### src/rtl/pcm_frame_packer_pkg.sv
// pcm_frame_packer_pkg
//   Shared definitions for the PCM frame packer and its byte serializer:
//   the control-state enum, the default header size and a helper that
//   converts a sample width in bits into a byte count.
package pcm_frame_packer_pkg;

  // Control states of the packer. SEQ_LO/SEQ_HI are only entered when the
  // sequence-number header feature is built in.
  typedef enum logic [2:0] {
    IDLE    = 3'd0,
    WRITE   = 3'd1,
    CHECK   = 3'd2,
    SEQ_LO  = 3'd3,
    SEQ_HI  = 3'd4,
    HANDOFF = 3'd5
  } state_e;

  // Size of the fixed header that precedes the payload in every bank.
  localparam int HDR_BYTES_DEFAULT = 14;

  // Bytes occupied by one sample of the given bit width.
  function automatic int bytes_per_sample(input int sample_w);
    return sample_w / 8;
  endfunction

endpackage

### src/rtl/pcm_frame_packer_serializer.sv
// pcm_byte_serializer
//   Holds a snapshot of one PCM strobe (all channels) and walks through it
//   one byte at a time, channel 0 first, each sample least-significant byte
//   first.
//   Ports:
//     clk, rst_n  : clock, asynchronous active-low reset
//     load_i      : capture pcm_data_i and point at channel 0, byte 0
//     adv_i       : step to the next byte (ignored while load_i is high)
//     pcm_data_i  : channel c at bits [c*SAMPLE_W +: SAMPLE_W]
//     byte_o      : snapshot byte currently selected
//     off_o       : payload offset of that byte within the strobe (ch*B+byte)
//     last_o      : selected byte is the last byte of the last channel
module pcm_byte_serializer
  import pcm_frame_packer_pkg::*;
#(
  parameter int N_CH     = 4,
  parameter int SAMPLE_W = 16,
  localparam int B       = bytes_per_sample(SAMPLE_W),
  localparam int OFF_W   = $clog2(N_CH * B + 1)
) (
  input  logic                       clk,
  input  logic                       rst_n,
  input  logic                       load_i,
  input  logic                       adv_i,
  input  logic [N_CH*SAMPLE_W-1:0]   pcm_data_i,
  output logic [7:0]                 byte_o,
  output logic [OFF_W-1:0]           off_o,
  output logic                       last_o
);

  localparam int CH_W = (N_CH > 1) ? $clog2(N_CH) : 1;
  localparam int BY_W = (B > 1) ? $clog2(B) : 1;

  logic [N_CH*SAMPLE_W-1:0] snap_q, snap_d;
  logic [CH_W-1:0]          ch_q, ch_d;
  logic [BY_W-1:0]          byte_q, byte_d;
  logic [N_CH*SAMPLE_W-1:0] shifted_s;
  int                       bit_pos_s;

  // Byte selection: the flat byte index ch*B+byte maps straight onto the
  // packed snapshot because channels are packed contiguously, LSB first.
  always_comb begin
    bit_pos_s = (int'(ch_q) * B + int'(byte_q)) * 8;
    shifted_s = snap_q >> bit_pos_s;
    byte_o    = shifted_s[7:0];
    off_o     = OFF_W'(int'(ch_q) * B + int'(byte_q));
    last_o    = (ch_q == CH_W'(N_CH - 1)) && (byte_q == BY_W'(B - 1));
  end

  // Next snapshot and byte/channel counters.
  always_comb begin
    snap_d = snap_q;
    ch_d   = ch_q;
    byte_d = byte_q;
    if (load_i) begin
      snap_d = pcm_data_i;
      ch_d   = {CH_W{1'b0}};
      byte_d = {BY_W{1'b0}};
    end else if (adv_i) begin
      if (byte_q == BY_W'(B - 1)) begin
        byte_d = {BY_W{1'b0}};
        if (ch_q == CH_W'(N_CH - 1)) begin
          ch_d = {CH_W{1'b0}};
        end else begin
          ch_d = ch_q + CH_W'(1);
        end
      end else begin
        byte_d = byte_q + BY_W'(1);
      end
    end else begin
      snap_d = snap_q;
    end
  end

  // Snapshot and counter registers.
  always_ff @(posedge clk or negedge rst_n) begin
    if (!rst_n) begin
      snap_q <= {(N_CH*SAMPLE_W){1'b0}};
      ch_q   <= {CH_W{1'b0}};
      byte_q <= {BY_W{1'b0}};
    end else begin
      snap_q <= snap_d;
      ch_q   <= ch_d;
      byte_q <= byte_d;
    end
  end

endmodule

### src/rtl/pcm_frame_packer.sv
// pcm_frame_packer
//   Captures N_CH signed PCM samples per strobe and writes them little-endian
//   into the payload area of a ping-pong BRAM (two banks, fixed header at the
//   start of each). When SAMPLES_PER_FRAME strobes have been written the bank
//   is handed to the Ethernet transmitter and capture moves to the other bank.
//   If the transmitter is still busy at handoff the frame is dropped and the
//   same bank is refilled.
//   Build option: define SEQ_HEADER_EN to write the frame sequence number
//   (little-endian) into the last two header bytes before each handoff.
//   Ports:
//     clk, rst_n   : clock, asynchronous active-low reset
//     pcm_stb      : one-cycle strobe, pcm_data valid
//     pcm_data     : channel c at bits [c*SAMPLE_W +: SAMPLE_W]
//     eth_busy     : transmitter busy (looked at only during handoff)
//     bram_wr_en   : BRAM byte write enable
//     bram_wr_addr : {bank, offset}
//     bram_wr_data : byte to write
//     eth_start    : one-cycle pulse, start sending eth_bank
//     eth_bank     : bank to transmit, held until the next pulse
//     overrun      : sticky error (strobe while busy, or frame dropped)
//     frame_seq    : frames handed to the transmitter, wraps at 16 bits
//   All outputs are registered; each reflects the state of the previous cycle.
module pcm_frame_packer
  import pcm_frame_packer_pkg::*;
#(
  parameter int N_CH              = 4,
  parameter int SAMPLE_W          = 16,
  parameter int SAMPLES_PER_FRAME = 16,
  parameter int HDR_BYTES         = HDR_BYTES_DEFAULT,
  parameter int BANK_AW           = 10
) (
  input  logic                     clk,
  input  logic                     rst_n,
  input  logic                     pcm_stb,
  input  logic [N_CH*SAMPLE_W-1:0] pcm_data,
  input  logic                     eth_busy,
  output logic                     bram_wr_en,
  output logic [BANK_AW:0]         bram_wr_addr,
  output logic [7:0]               bram_wr_data,
  output logic                     eth_start,
  output logic                     eth_bank,
  output logic                     overrun,
  output logic [15:0]              frame_seq
);

  localparam int B           = bytes_per_sample(SAMPLE_W);
  localparam int FRAME_BYTES = N_CH * B * SAMPLES_PER_FRAME;
  localparam int OFF_W       = $clog2(N_CH * B + 1);
  localparam int CNT_W       = $clog2(SAMPLES_PER_FRAME + 1);

`ifdef SEQ_HEADER_EN
  localparam state_e FULL_NEXT = SEQ_LO;
`else
  localparam state_e FULL_NEXT = HANDOFF;
`endif

  // Parameter sanity checks at elaboration.
  if (HDR_BYTES + FRAME_BYTES > (1 << BANK_AW)) begin : g_size_err
    $error("pcm_frame_packer: header plus payload does not fit in a bank");
  end
  if ((SAMPLE_W % 8 != 0) || (SAMPLE_W < 8) || (SAMPLE_W > 32)) begin : g_width_err
    $error("pcm_frame_packer: SAMPLE_W must be a multiple of 8 in 8..32");
  end
  if ((N_CH < 1) || (N_CH > 16)) begin : g_ch_err
    $error("pcm_frame_packer: N_CH must be in 1..16");
  end
`ifdef SEQ_HEADER_EN
  if (HDR_BYTES < 2) begin : g_hdr_err
    $error("pcm_frame_packer: sequence header needs at least two header bytes");
  end
`endif

  state_e             state_q, state_d;
  logic               wr_bank_q, wr_bank_d;
  logic [CNT_W-1:0]   sample_cnt_q, sample_cnt_d;
  logic [15:0]        frame_seq_q, frame_seq_d;
  logic               overrun_q, overrun_d;
  logic               eth_bank_q, eth_bank_d;
  logic               eth_start_q, eth_start_d;
  logic               wr_en_q, wr_en_d;
  logic [BANK_AW:0]   wr_addr_q, wr_addr_d;
  logic [7:0]         wr_data_q, wr_data_d;

  logic               ser_load_s;
  logic               ser_adv_s;
  logic [7:0]         ser_byte_s;
  logic [OFF_W-1:0]   ser_off_s;
  logic               ser_last_s;
  logic [BANK_AW-1:0] pay_off_s;

  pcm_byte_serializer #(
    .N_CH     (N_CH),
    .SAMPLE_W (SAMPLE_W)
  ) u_ser (
    .clk        (clk),
    .rst_n      (rst_n),
    .load_i     (ser_load_s),
    .adv_i      (ser_adv_s),
    .pcm_data_i (pcm_data),
    .byte_o     (ser_byte_s),
    .off_o      (ser_off_s),
    .last_o     (ser_last_s)
  );

  // Bank-relative address of the byte the serializer is presenting.
  always_comb begin
    pay_off_s = BANK_AW'(HDR_BYTES)
              + BANK_AW'(sample_cnt_q) * BANK_AW'(N_CH * B)
              + BANK_AW'(ser_off_s);
  end

  // Next-state and next-output logic of the packer FSM.
  always_comb begin
    state_d      = state_q;
    wr_bank_d    = wr_bank_q;
    sample_cnt_d = sample_cnt_q;
    frame_seq_d  = frame_seq_q;
    eth_bank_d   = eth_bank_q;
    eth_start_d  = 1'b0;
    wr_en_d      = 1'b0;
    wr_addr_d    = {(BANK_AW+1){1'b0}};
    wr_data_d    = 8'h00;
    ser_load_s   = 1'b0;
    ser_adv_s    = 1'b0;

    // A strobe that arrives while a sample is still being processed is lost.
    if (pcm_stb && (state_q != IDLE)) begin
      overrun_d = 1'b1;
    end else begin
      overrun_d = overrun_q;
    end

    case (state_q)
      IDLE: begin
        if (pcm_stb) begin
          ser_load_s = 1'b1;
          state_d    = WRITE;
        end else begin
          state_d    = IDLE;
        end
      end

      WRITE: begin
        wr_en_d   = 1'b1;
        wr_addr_d = {wr_bank_q, pay_off_s};
        wr_data_d = ser_byte_s;
        if (ser_last_s) begin
          state_d   = CHECK;
        end else begin
          ser_adv_s = 1'b1;
        end
      end

      CHECK: begin
        sample_cnt_d = sample_cnt_q + CNT_W'(1);
        if (sample_cnt_q == CNT_W'(SAMPLES_PER_FRAME - 1)) begin
          state_d = FULL_NEXT;
        end else begin
          state_d = IDLE;
        end
      end

`ifdef SEQ_HEADER_EN
      // Header gets the index of the frame being handed off (pre-increment),
      // written even if the handoff then drops the frame.
      SEQ_LO: begin
        wr_en_d   = 1'b1;
        wr_addr_d = {wr_bank_q, BANK_AW'(HDR_BYTES - 2)};
        wr_data_d = frame_seq_q[7:0];
        state_d   = SEQ_HI;
      end

      SEQ_HI: begin
        wr_en_d   = 1'b1;
        wr_addr_d = {wr_bank_q, BANK_AW'(HDR_BYTES - 1)};
        wr_data_d = frame_seq_q[15:8];
        state_d   = HANDOFF;
      end
`else
      SEQ_LO: begin
        state_d = IDLE;
      end

      SEQ_HI: begin
        state_d = IDLE;
      end
`endif

      HANDOFF: begin
        sample_cnt_d = {CNT_W{1'b0}};
        state_d      = IDLE;
        if (!eth_busy) begin
          eth_start_d = 1'b1;
          eth_bank_d  = wr_bank_q;
          wr_bank_d   = ~wr_bank_q;
          frame_seq_d = frame_seq_q + 16'd1;
        end else begin
          // Transmitter still owns the other bank: drop this frame and
          // refill the same bank.
          overrun_d   = 1'b1;
        end
      end

      default: begin
        state_d = IDLE;
      end
    endcase
  end

  // State, bookkeeping and output registers.
  always_ff @(posedge clk or negedge rst_n) begin
    if (!rst_n) begin
      state_q      <= IDLE;
      wr_bank_q    <= 1'b0;
      sample_cnt_q <= {CNT_W{1'b0}};
      frame_seq_q  <= 16'd0;
      overrun_q    <= 1'b0;
      eth_bank_q   <= 1'b0;
      eth_start_q  <= 1'b0;
      wr_en_q      <= 1'b0;
      wr_addr_q    <= {(BANK_AW+1){1'b0}};
      wr_data_q    <= 8'h00;
    end else begin
      state_q      <= state_d;
      wr_bank_q    <= wr_bank_d;
      sample_cnt_q <= sample_cnt_d;
      frame_seq_q  <= frame_seq_d;
      overrun_q    <= overrun_d;
      eth_bank_q   <= eth_bank_d;
      eth_start_q  <= eth_start_d;
      wr_en_q      <= wr_en_d;
      wr_addr_q    <= wr_addr_d;
      wr_data_q    <= wr_data_d;
    end
  end

  assign bram_wr_en   = wr_en_q;
  assign bram_wr_addr = wr_addr_q;
  assign bram_wr_data = wr_data_q;
  assign eth_start    = eth_start_q;
  assign eth_bank     = eth_bank_q;
  assign overrun      = overrun_q;
  assign frame_seq    = frame_seq_q;

endmodule

### config.mk
export PLATFORM = sky130hd
export DESIGN_NAME = pcm_frame_packer
export DESIGN_NICKNAME = d
export VERILOG_FILES = /design/src/rtl/pcm_frame_packer_pkg.sv /design/src/rtl/pcm_frame_packer_serializer.sv /design/src/rtl/pcm_frame_packer.sv
export SDC_FILE = /design/constraint.sdc
export NUM_CORES = 1
export LEC_CHECK = 0
export CORE_UTILIZATION = 62
export CTS_CLUSTER_SIZE = 40
export DETAILED_ROUTE_END_ITERATION = 10
export DONT_BUFFER_PORTS = 1
export GPL_ROUTABILITY_DRIVEN = 0
export PLACE_DENSITY = 0.85
export SKIP_LAST_GASP = 1
export SLEW_MARGIN = 20
export SYNTH_ARGS = -nofsm -noshare
export SYNTH_HDL_FRONTEND = slang
export SYNTH_SLANG_ARGS = --single-unit
### constraint.sdc
create_clock -name clk -period 2.25 [get_ports clk]
set_clock_uncertainty 0.1 [all_clocks]
set_input_delay 0.45 -clock clk [delete_from_list [all_inputs] [get_ports clk]]
set_output_delay 0.45 -clock clk [all_outputs]
set_load 0.02 [all_outputs]
**Close-up of the layout**

The bar under the picture is 10 um long. Region (30, 30) to (60, 60) um. Cells in gray, sequential cells in the stronger gray; small squares are vias.
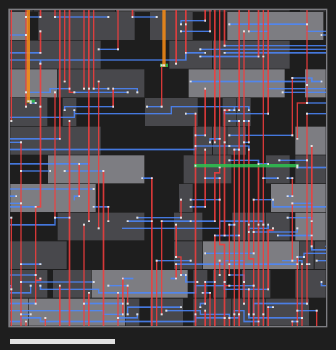
legend:
  green:
    layer: met3
  blue:
    layer: met1
  orange:
    layer: met4
  red:
    layer: met2
sequential cells in the window: 8
netlist names of flops here include: u_ser.snap_q (3), u_ser.ch_q (2)
cells with their middle in the window: 46
most frequent: dfrtp_1 (8), nand2_1 (5), mux2_2 (5)

==> impl_metrics.env <==
# implementation run metrics
export IMPL_wirelength_um=10600
export IMPL_core_area_um2=7690
export IMPL_layout_min_cycle_time_ns=1.93
export IMPL_die_area_um2=8250
export IMPL_antenna_found_initial=0
export IMPL_top_cells_by_count="114 x dfrtp_1, 66 x mux2_2, 27 x nand2_1"
export IMPL_clk_pin_slew_ns=0.05
export IMPL_rr_worst_depth=4
export IMPL_insertion_delay_ns=0.50
export IMPL_critPathLaunch="state_q[1]"
export IMPL_worstHoldPathType="in -> async"
export IMPL_mostFrequentLayoutCell="dfrtp_1"
export IMPL_tritoncts="built"
export IMPL_hold_viol=114
export IMPL_post_place_cells=442
export IMPL_grt_pass1_wl_um=17600
export IMPL_fillCellCount=394
export IMPL_track_usage_pct=28.6
export IMPL_synthTopCellsByArea="dfrtp_1 58%, mux2_2 15%, mux4_2 7.4%"
export IMPL_place_port_buffers=0
export IMPL_worstSetupPathType="reg -> reg"
export IMPL_final_layout_size_suffix_gt1_share_pct=27.8
export IMPL_tool_warnings=32
export IMPL_via_per_inst=5.70
export IMPL_drc=0
export IMPL_ir_drop_uv=781
export IMPL_hold_buffers=64
export IMPL_power_density_nw_per_um2=1370
export IMPL_first_pass_iters=5
export IMPL_syn_nets=428
export IMPL_hpwlAfterDp_um=5840
export IMPL_grt_pass1_vias=3503
export IMPL_cts_sinks=114
export IMPL_r2r_end="u_ser.ch_q[1]"
export IMPL_top_cell="dfrtp_1"
export IMPL_synth_distinct_cells=34
export IMPL_clock_root_buffer="clkbuf_8"
export IMPL_htree_levels=4
export IMPL_fin_nets=497
export IMPL_slew_viol_final=0
export IMPL_final_cells=537
export IMPL_endpoint="u_ser.ch_q[1]"
export IMPL_leakage_uw=0.00272
export IMPL_ys_flops=114
export IMPL_power_uw=8560
export IMPL_numCtsBuffers=17
export IMPL_min_period_over_period_pct=85.6
export IMPL_path_cells="or3b_1 -> nor3b_4 -> mux2i_1 -> nor2_1"
export IMPL_status="finished with violations"
export IMPL_postSynthSeqShare_pct=58.3
export IMPL_setup_viol=0
export IMPL_slowest_delay_ns=0.60
export IMPL_arrival_ns=2.19
export IMPL_rrSetupSlack_ns=0.32
export IMPL_dp_slack_ns=0.344
export IMPL_timing_setup_tns_ns=0
export IMPL_synth_edff_count=0
export IMPL_crit_fanout=14
export IMPL_cts_path_max_buffers=2
export IMPL_initCoreUtil_pct=63.7
export IMPL_post_cts_buffers=0
export IMPL_async_flop_share_pct=100
export IMPL_fmax_mhz=519
export IMPL_violations="hold timing"
export IMPL_postSynthCellCount=354
export IMPL_worst_hold_slack_ns=-0.451
export IMPL_endpoint_kind="flop"
export IMPL_netlist_top_cell_by_area="dfrtp_1"
export IMPL_setup_ws_ns=0.324
export IMPL_grt_max_degree=115
export IMPL_synth_area_um2=4890
export IMPL_cp_required_ns=2.52
export IMPL_synth_warnings=0
export IMPL_ys_area_um2=4890
export IMPL_top_area_share_pct=58.3
export IMPL_ff_type="dfrtp_1"
export IMPL_ant_nets=0
export IMPL_cp_slowest_cell="or3b_1"
export IMPL_start_kind="flop"
export IMPL_avgSynthCellArea_um2=13.8
**Signal wires by layer**

Two of the layers only.
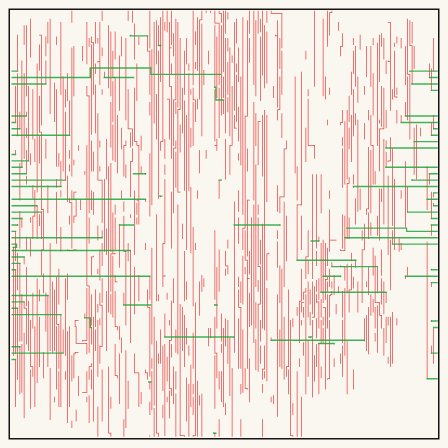
legend:
  red:
    layer: met2
    wire_length: 5850 um
  green:
    layer: met3
    wire_length: 538 um

## cell type report
type | instances | area (um^2) | share of cell area, %
Multi-Input combinational cell | 212 | 1920 | 30.6
Clock inverter | 10 | 156 | 2.50
Tap cell | 102 | 128 | 2.04
Clock buffer | 21 | 459 | 7.34
Sequential cell | 114 | 2850 | 45.6
Inverter | 7 | 26.3 | 0.420
Timing Repair Buffer | 71 | 718 | 11.5
## kinds of logic (layout without fill, tap and decap cells)
| logic type | after synthesis | in the layout | share of synthesized area, % |
|---|---|---|---|
| buf+inv | 28 | 109 | 2.71 |
| mux | 84 | 84 | 23.0 |
| other cells | 1 | 1 | 0.0766 |
| fa+ha+maj | 6 | 6 | 1.53 |
| flops | 114 | 114 | 58.3 |
| xor+xnor | 20 | 20 | 3.58 |
| compound gates | 26 | 26 | 2.84 |
| simple gates | 75 | 75 | 8.00 |
## through the flow
step / hold WS (ns) / instance area [um^2] / util, %
6_report: -0.451 / 6260 / 81.4
5_1_grt: -0.486 / 6260 / 81.4
4_1_cts: -0.482 / 6260 / 81.4
3_5_place_dp: 0.0567 / 5000 / 65.1
3_3_place_gp: 0.0573 / 5000 / 65.1
2_1_floorplan: 0.0544 / 4890 / -
## report_power, final
group / internal (uW) / switching, uW / leakage (uW) / total, uW
Clock: 1870 / 883 / 0.000304 / 2760
Combinational: 1390 / 997 / 0.00100 / 2390
Sequential: 2820 / 596 / 0.00141 / 3410
Total: 6080 / 2480 / 0.00272 / 8560
## worst max-delay path: cells and delay by family, from the launching register on
family,cells,cell delay (ns)
and+or+nand+nor,3,0.97
muxes,1,0.21
DFF,1,0.51
## registers in the layout, indices dropped and copies added, names as in the netlist, 2 cells and up
name and cells:
u_ser.snap_q 64, bram_wr_addr 10, bram_wr_data 8, sample_cnt_q 5, frame_seq 16, state_q 3, u_ser.ch_q 2
## routing by layer
metal	track usage (%)	vias to the layer above	part of all wire [%]
li1	-	1392	-
met1	32.9	1558	38
met2	50.4	97	55
met3	8.16	13	5.1
met4	11.2	0	1.4
met5	0	-	0
## worst min path at each step
stage	endpoint	slack [ns]	cells past startpoint
floorplan	bram_wr_addr[0]	0.05	0
global route	frame_seq[1]	-0.49	0
finish	bram_wr_addr[6]	-0.45	0
global placement	bram_wr_addr[4]	0.06	0
CTS	frame_seq[6]	-0.48	0
detailed placement	bram_wr_addr[6]	0.06	0
## repair_timing
action / 4_1_cts / 5_1_grt
endpoints found under the setup margin: 0 / 0
endpoints found under the hold margin: 178 / 114
gates resized: 0 / 0
Power is estimated from default activity; no workload was simulated.
